### PDN straps and rails, run 1

Pins as bars on the die edge.
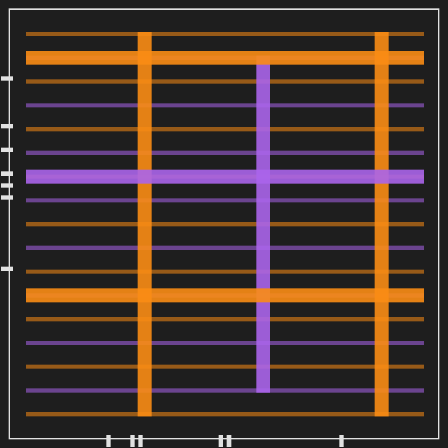
### Logic cells by family, run 1

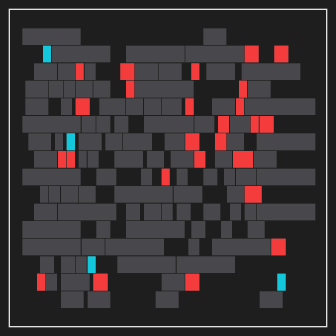
### Met1 routing, run 1

Supply wires on this layer in gray.
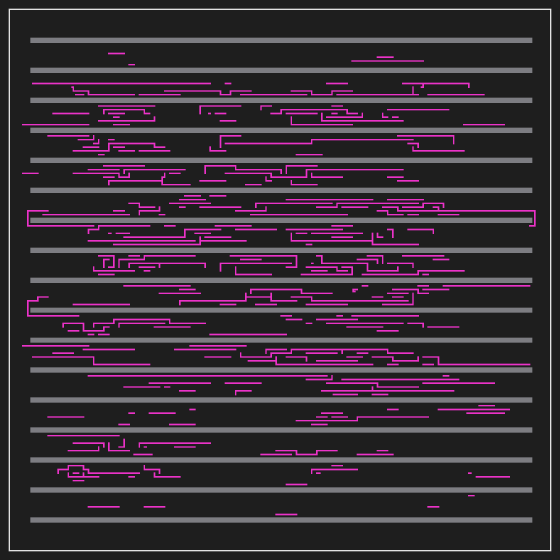
File: src/rtl/timer_sequencer.sv
// ---------------------------------------------------------------------------
// timer_sequencer
//
// Initiator side of the enable/done timer interface. Each accepted request
// walks an external timer through NUM_PHASES timed phases. Every phase is a
// one-cycle GAP with the enable low, which clears the timer's counter,
// followed by RUN with the enable high until the timer reports done. A
// watchdog aborts a RUN that never completes and raises a sticky error.
//
// Handshakes (all outputs are registered):
//   start/busy  : start is sampled only while idle; busy rises the cycle after
//                 an accepted start and falls in the seq_done, abort or
//                 watchdog cycle. start while busy is ignored.
//   enable/done : tmr_enable is held high for the whole of RUN. tmr_done is a
//                 level that stays high until the enable drops, so it is
//                 ignored during GAP.
//   same-edge priority: abort > tmr_done > watchdog expiry.
//
// Ports:
//   clk          in   system clock, rising edge
//   rst          in   asynchronous active-high reset
//   start        in   request a sequence (IDLE only)
//   abort        in   end any sequence in progress, back to IDLE
//   loop_en      in   at last-phase completion, restart at phase 0
//   tmr_done     in   completion level from the external timer
//   tmr_enable   out  enable to the external timer
//   busy         out  sequence in progress
//   phase        out  index of the current phase
//   phase_strobe out  one-cycle pulse per completed phase
//   seq_done     out  one-cycle pulse on normal completion
//   error        out  sticky watchdog flag, cleared by the next accepted start
// ---------------------------------------------------------------------------
module timer_sequencer #(
  parameter int  NUM_PHASES  = 4,
  parameter int  WDOG_CYCLES = 1024,
  localparam int PHASE_W     = $clog2(NUM_PHASES),
  localparam int WDOG_W      = $clog2(WDOG_CYCLES) + 1
) (
  input  logic               clk,
  input  logic               rst,
  input  logic               start,
  input  logic               abort,
  input  logic               loop_en,
  input  logic               tmr_done,
  output logic               tmr_enable,
  output logic               busy,
  output logic [PHASE_W-1:0] phase,
  output logic               phase_strobe,
  output logic               seq_done,
  output logic               error
);

  typedef enum logic [1:0] {
    S_IDLE = 2'd0,
    S_GAP  = 2'd1,
    S_RUN  = 2'd2
  } state_t;

  localparam logic [PHASE_W-1:0] LAST_PHASE = PHASE_W'(NUM_PHASES - 1);
  localparam logic [WDOG_W-1:0]  WDOG_LAST  = WDOG_W'(WDOG_CYCLES - 1);

  // Current sequencer state; kept as a named enum so checkers can bind to it.
  state_t              state;
  // Counts RUN cycles of the current phase; reads k-1 in the k-th RUN cycle.
  logic [WDOG_W-1:0]   wdog_cnt;

  always_ff @(posedge clk or posedge rst) begin
    if (rst) begin
      state        <= S_IDLE;
      tmr_enable   <= 1'b0;
      busy         <= 1'b0;
      phase        <= '0;
      phase_strobe <= 1'b0;
      seq_done     <= 1'b0;
      error        <= 1'b0;
      wdog_cnt     <= '0;
    end else begin
      // Pulses default low; only the completion branches raise them.
      phase_strobe <= 1'b0;
      seq_done     <= 1'b0;

      case (state)
        S_IDLE: begin
          if (start && !abort) begin
            state      <= S_GAP;
            busy       <= 1'b1;
            phase      <= '0;
            error      <= 1'b0;
            tmr_enable <= 1'b0;
            wdog_cnt   <= '0;
          end
        end

        S_GAP: begin
          if (abort) begin
            state      <= S_IDLE;
            tmr_enable <= 1'b0;
            busy       <= 1'b0;
            phase      <= '0;
          end else begin
            // tmr_done may still be high from the previous phase; not looked at.
            state      <= S_RUN;
            tmr_enable <= 1'b1;
            wdog_cnt   <= '0;
          end
        end

        S_RUN: begin
          if (abort) begin
            state      <= S_IDLE;
            tmr_enable <= 1'b0;
            busy       <= 1'b0;
            phase      <= '0;
          end else if (tmr_done) begin
            phase_strobe <= 1'b1;
            tmr_enable   <= 1'b0;
            if (phase != LAST_PHASE) begin
              phase <= phase + PHASE_W'(1);
              state <= S_GAP;
            end else if (loop_en) begin
              phase <= '0;
              state <= S_GAP;
            end else begin
              phase    <= '0;
              state    <= S_IDLE;
              busy     <= 1'b0;
              seq_done <= 1'b1;
            end
          end else if (wdog_cnt == WDOG_LAST) begin
            // Timer never answered: give up on the whole sequence.
            state      <= S_IDLE;
            tmr_enable <= 1'b0;
            busy       <= 1'b0;
            phase      <= '0;
            error      <= 1'b1;
          end else begin
            wdog_cnt <= wdog_cnt + WDOG_W'(1);
          end
        end

        default: begin
          state      <= S_IDLE;
          tmr_enable <= 1'b0;
          busy       <= 1'b0;
          phase      <= '0;
        end
      endcase
    end
  end

endmodule
File: config.mk
export PLATFORM = sky130hd
export DESIGN_NAME = timer_sequencer
export DESIGN_NICKNAME = d
export VERILOG_FILES = /design/src/rtl/timer_sequencer.sv
export SDC_FILE = /design/constraint.sdc
export NUM_CORES = 1
export LEC_CHECK = 0
export CAP_MARGIN = 15
export CORE_MARGIN = 1.5
export CORE_UTILIZATION = 54
export DETAILED_ROUTE_END_ITERATION = 16
export PLACE_DENSITY = 0.78
export SLEW_MARGIN = 20
export SYNTH_ARGS = -nofsm -noshare
export SYNTH_HDL_FRONTEND = slang
export SYNTH_SLANG_ARGS = --single-unit
File: constraint.sdc
create_clock -name clk -period 2.67 [get_ports clk]
set_clock_uncertainty 0.2 [all_clocks]
set_input_delay 0.534 -clock clk [delete_from_list [all_inputs] [get_ports clk]]
set_output_delay 0.534 -clock clk [all_outputs]
set_load 0.01 [all_outputs]
==> results_dict.tcl, run 1 <==
# metrics dict for downstream scripts
set metrics [dict create \
    run_status "finished, final reports clean" \
    fraction_of_registers_with_async_set_reset_pct 100 \
    enable_flop_cells 0 \
    synthTopLogicFamily "simple AND/OR/NAND/NOR gates" \
    power.switching_fraction_pct 24.1 \
    n_multi_input_combinational_cell 85 \
    placed_area_um2 1270 \
    setup_total_negative_slack_ns 0 \
    cts.root.buffer_cell "clkbuf_4" \
    setup.worst_path.class "in -> reg" \
    power_switching_mw 0.169 \
    critical_path.slowest_cell "clkdlybuf4s50_1" \
    ys_top_cells_by_count "20 x dfrtp_1, 11 x nand2_1, 8 x nand2b_1" \
    clk-power_mw 0.247 \
    pg_comb_mw 0.115 \
    metal_1_wl_um 1010 \
    dominant_power_group "sequential cells" \
    synthMostInstantiatedCell "dfrtp_1" \
    timing_max_transition_violations_final 0 \
    highest-signal-layer "met4" \
]
-- 'PDN straps and rails' (at the start) --
| net | color |
|---|---|
| VSS | orange |
| VDD | purple |
signal pins: 13
met1 rails: 17
met5 straps: 3
met4 straps: 3
core footprint: 1980 um^2
Peak supply drop: 0.401 mV
width of the die: 49.0 um

-- 'Logic cells by family' (at the start) --
| family | color | cells | most used |
|---|---|---|---|
| NAND gates | red | 25 | nand2_1 |
| inverters | cyan | 4 | inv_1 |
most common logic cell in the routed design: dfrtp_1
Cell Count, Final, Fillers Out: 154
logic share of the area: 44.3%

-- 'Met1 routing' (at the start) --
wire length on this layer: 1,010 um
share of all routed wire: 49%
nets with wire on the layer: 121
longest straight run: 21.6 um

### Clock wiring as the flow saved it, run 1

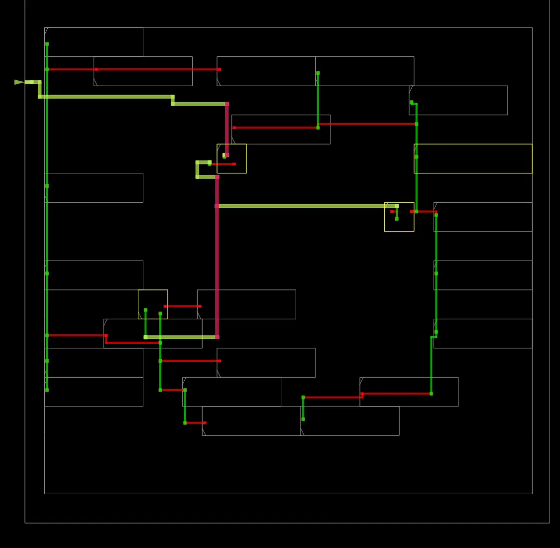

==> run 2, diff against run 1 <==
- CORE_UTILIZATION: 54 -> 49
- PLACE_DENSITY: 0.78 -> 0.75
- clock period: 2.67 -> 1.88 ns (I/O delays scaled with it)
### Clock wiring as the flow saved it, run 2

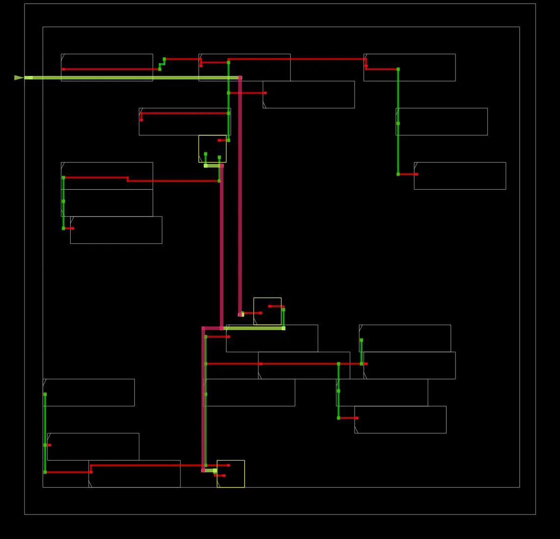
registers: 20
Clk. pwr: 0.203 mW
clock latency of the later-clocked register in the worst-skew pair: 0.31 ns
number of clock-tree buffers in the layout: 3

### Met1 routing, run 2

Supply wires on this layer in gray.
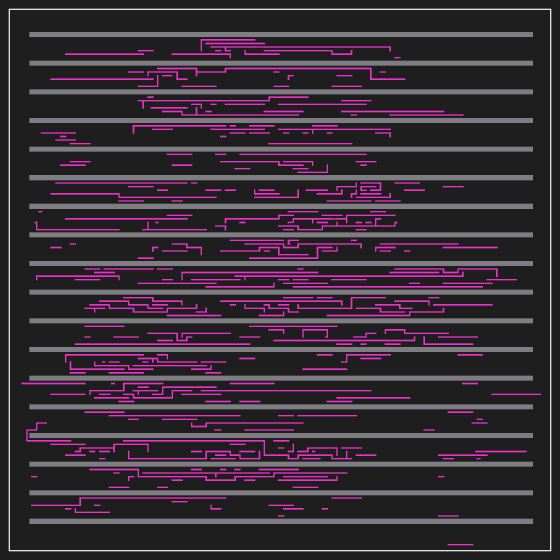
share of all routed wire: 47%
longest straight run: 21.6 um

==> run 2 against run 1 <==
Effect of this change: sequential power up 41%; power up 29%; utilization up 1.3 points; critical path depth down 4; global-route usage up 3.1 points; highest routed layer unchanged; flip-flop count unchanged; clock-buffer cell count unchanged; final cell count up 14%; clock power down 18%.
==> results_dict.tcl, run 2 <==
# metrics dict for downstream scripts
set metrics [dict create \
    crit_family "buffers and inverters" \
    timing_max_transition_violations_final 0 \
    critical_path.slowest_cell "clkdlybuf4s50_1" \
    cts.root.buffer_cell "clkbuf_4" \
    fraction_of_registers_with_async_set_reset_pct 100 \
    synth-compound-area-share_pct 14.6 \
    pg_comb_mw 0.220 \
    run_status "finished, final reports clean" \
    setup.worst_path.class "reg -> out" \
    n_multi_input_combinational_cell 85 \
    critPathArrivalTime_ns 1.26 \
    ys_top_cells_by_count "20 x dfrtp_1, 11 x nand2_1, 8 x nand2b_1" \
    synthTopLogicFamily "simple AND/OR/NAND/NOR gates" \
    vdd_ir_drop_max_mv 0.638 \
    setup_total_negative_slack_ns 0 \
    dominant_power_group "sequential cells" \
    power_switching_mw 0.248 \
    fin_area_um2 1510 \
    final_cell_count_no_fill 176 \
    yosysWarningCount 0 \
    floorplan.die.width_um 51.3 \
    power.switching_fraction_pct 27.6 \
    most_common_logic_cell_in_the_routed_design "buf_4" \
    placed_area_um2 1410 \
]
==> run 3, diff against run 2 <==
- CAP_MARGIN: 15 -> unset
### Clock wiring as the flow saved it, run 3

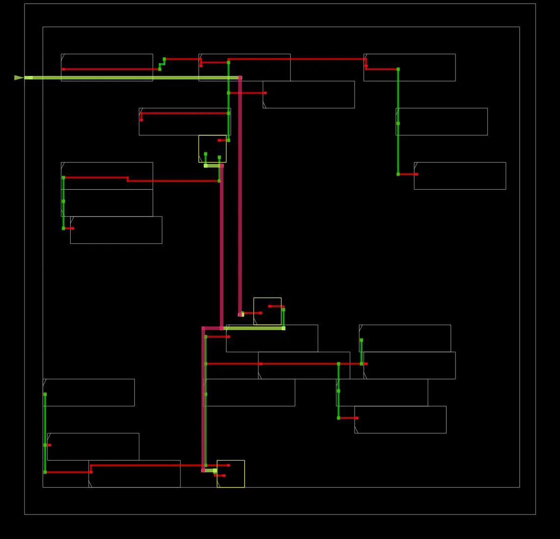
clk sinks: 20
CTS Buf Count: 3

### Logic cells by family, run 3

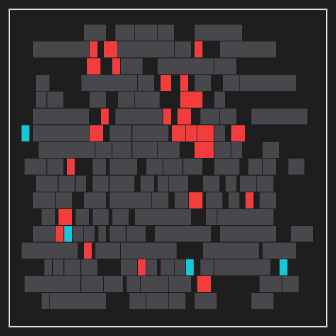
| family | color | cells | most used |
|---|---|---|---|
| inverters | cyan | 4 | inv_1 |
| NAND gates | red | 25 | nand2_1 |

==> run 3 against run 2 <==
Effect of this change: power unchanged; clock power about the same; setup slack stayed put; critical path type unchanged; global-route usage stayed put; sequential power about the same; worst hold slack unchanged; clock-buffer cell count is the same.
==> results_dict.tcl, run 3 <==
# metrics dict for downstream scripts
set metrics [dict create \
    critical_path.reg2reg.endpoint "wdog_cnt[2]$_DFFE_PP0P_" \
    clock_latency_of_the_later_clocked_register_in_the_worst_skew_pair_ns 0.31 \
    placed_area_um2 1410 \
    cts_tree "done" \
    clockBufferCount 3 \
    cts.root.buffer_cell "clkbuf_4" \
    yosysWarningCount 0 \
    dominant_power_group "sequential cells" \
    most_common_logic_cell_in_the_routed_design "buf_4" \
    run_status "finished, final reports clean" \
    top_post_synthesis_cells_by_area "dfrtp_1 44%, mux2i_1 4.4%, nand2b_1 4.4%, nand2_1 3.6%, o21ai_0 3.1%" \
    worst_path_cell_chain "clkdlybuf4s50_1" \
    timing.final.ws_setup_ns 0.0479 \
    power_switching_mw 0.248 \
    hold_violations 0 \
    path_max_fanout 4 \
    n_multi_input_combinational_cell 85 \
    synth_adder_area_share_pct 2.19 \
    highest-signal-layer "met4" \
    fraction_of_registers_with_async_set_reset_pct 100 \
    setup.worst_path.class "reg -> out" \
    timing_max_transition_violations_final 0 \
    synthTopLogicFamily "simple AND/OR/NAND/NOR gates" \
    synth-compound-area-share_pct 14.6 \
    floorplan.die.width_um 51.3 \
    vdd_ir_drop_max_mv 0.638 \
    area.growth.synth_to_final_pct 31.9 \
    clk-power_mw 0.203 \
    critical_path.slowest_cell "clkdlybuf4s50_1" \
    final_cell_count_no_fill 176 \
    critPathArrivalTime_ns 1.26 \
    setup_total_negative_slack_ns 0 \
    report.power.total_mw 0.900 \
    grt_util_met1_pct 29.9 \
    comb_area_share_pct 41.4 \
    finalHoldWorstSlack_ns 0.186 \
    seq_cell_count 20 \
    crit_family "buffers and inverters" \
    fin_area_um2 1510 \
    nFillCells 188 \
    power.switching_fraction_pct 27.6 \
    ys_chip_area_um2 1140 \
    ys_top_cells_by_count "20 x dfrtp_1, 11 x nand2_1, 8 x nand2b_1" \
    pg_comb_mw 0.220 \
    mostFrequentLayoutCells "21 x buf_4, 20 x dfrtp_1, 11 x nand2_1, 11 x clkdlybuf4s50_1, 8 x nand2b_1" \
    gpl.final_weighted_congestion 0.843 \
]

## Gallery

Where the registers sit.
Plate I
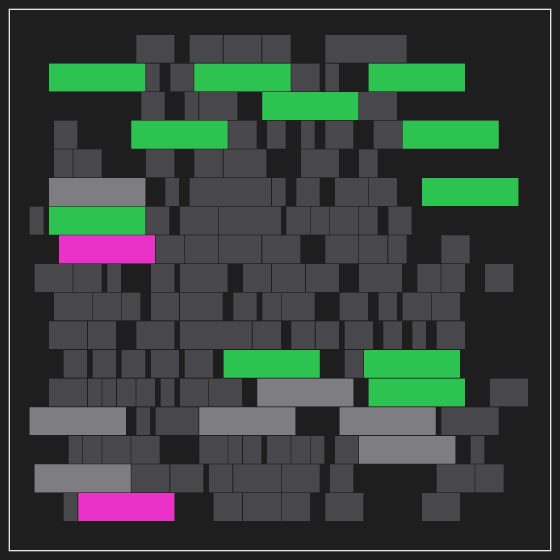
Plate II
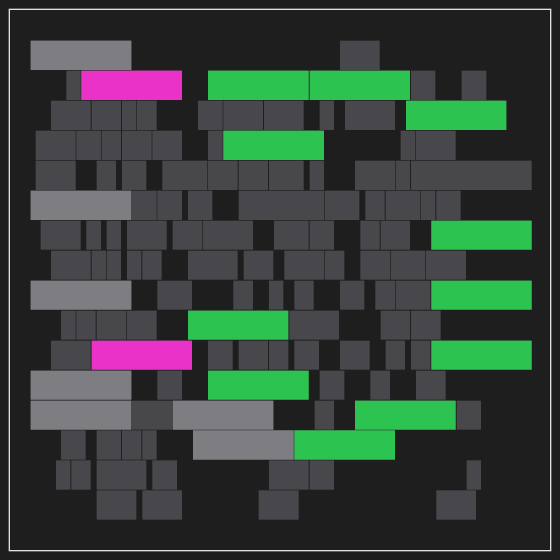
Plate I -> run 2
Plate II -> run 1

Power and IR drop assume default switching activity.
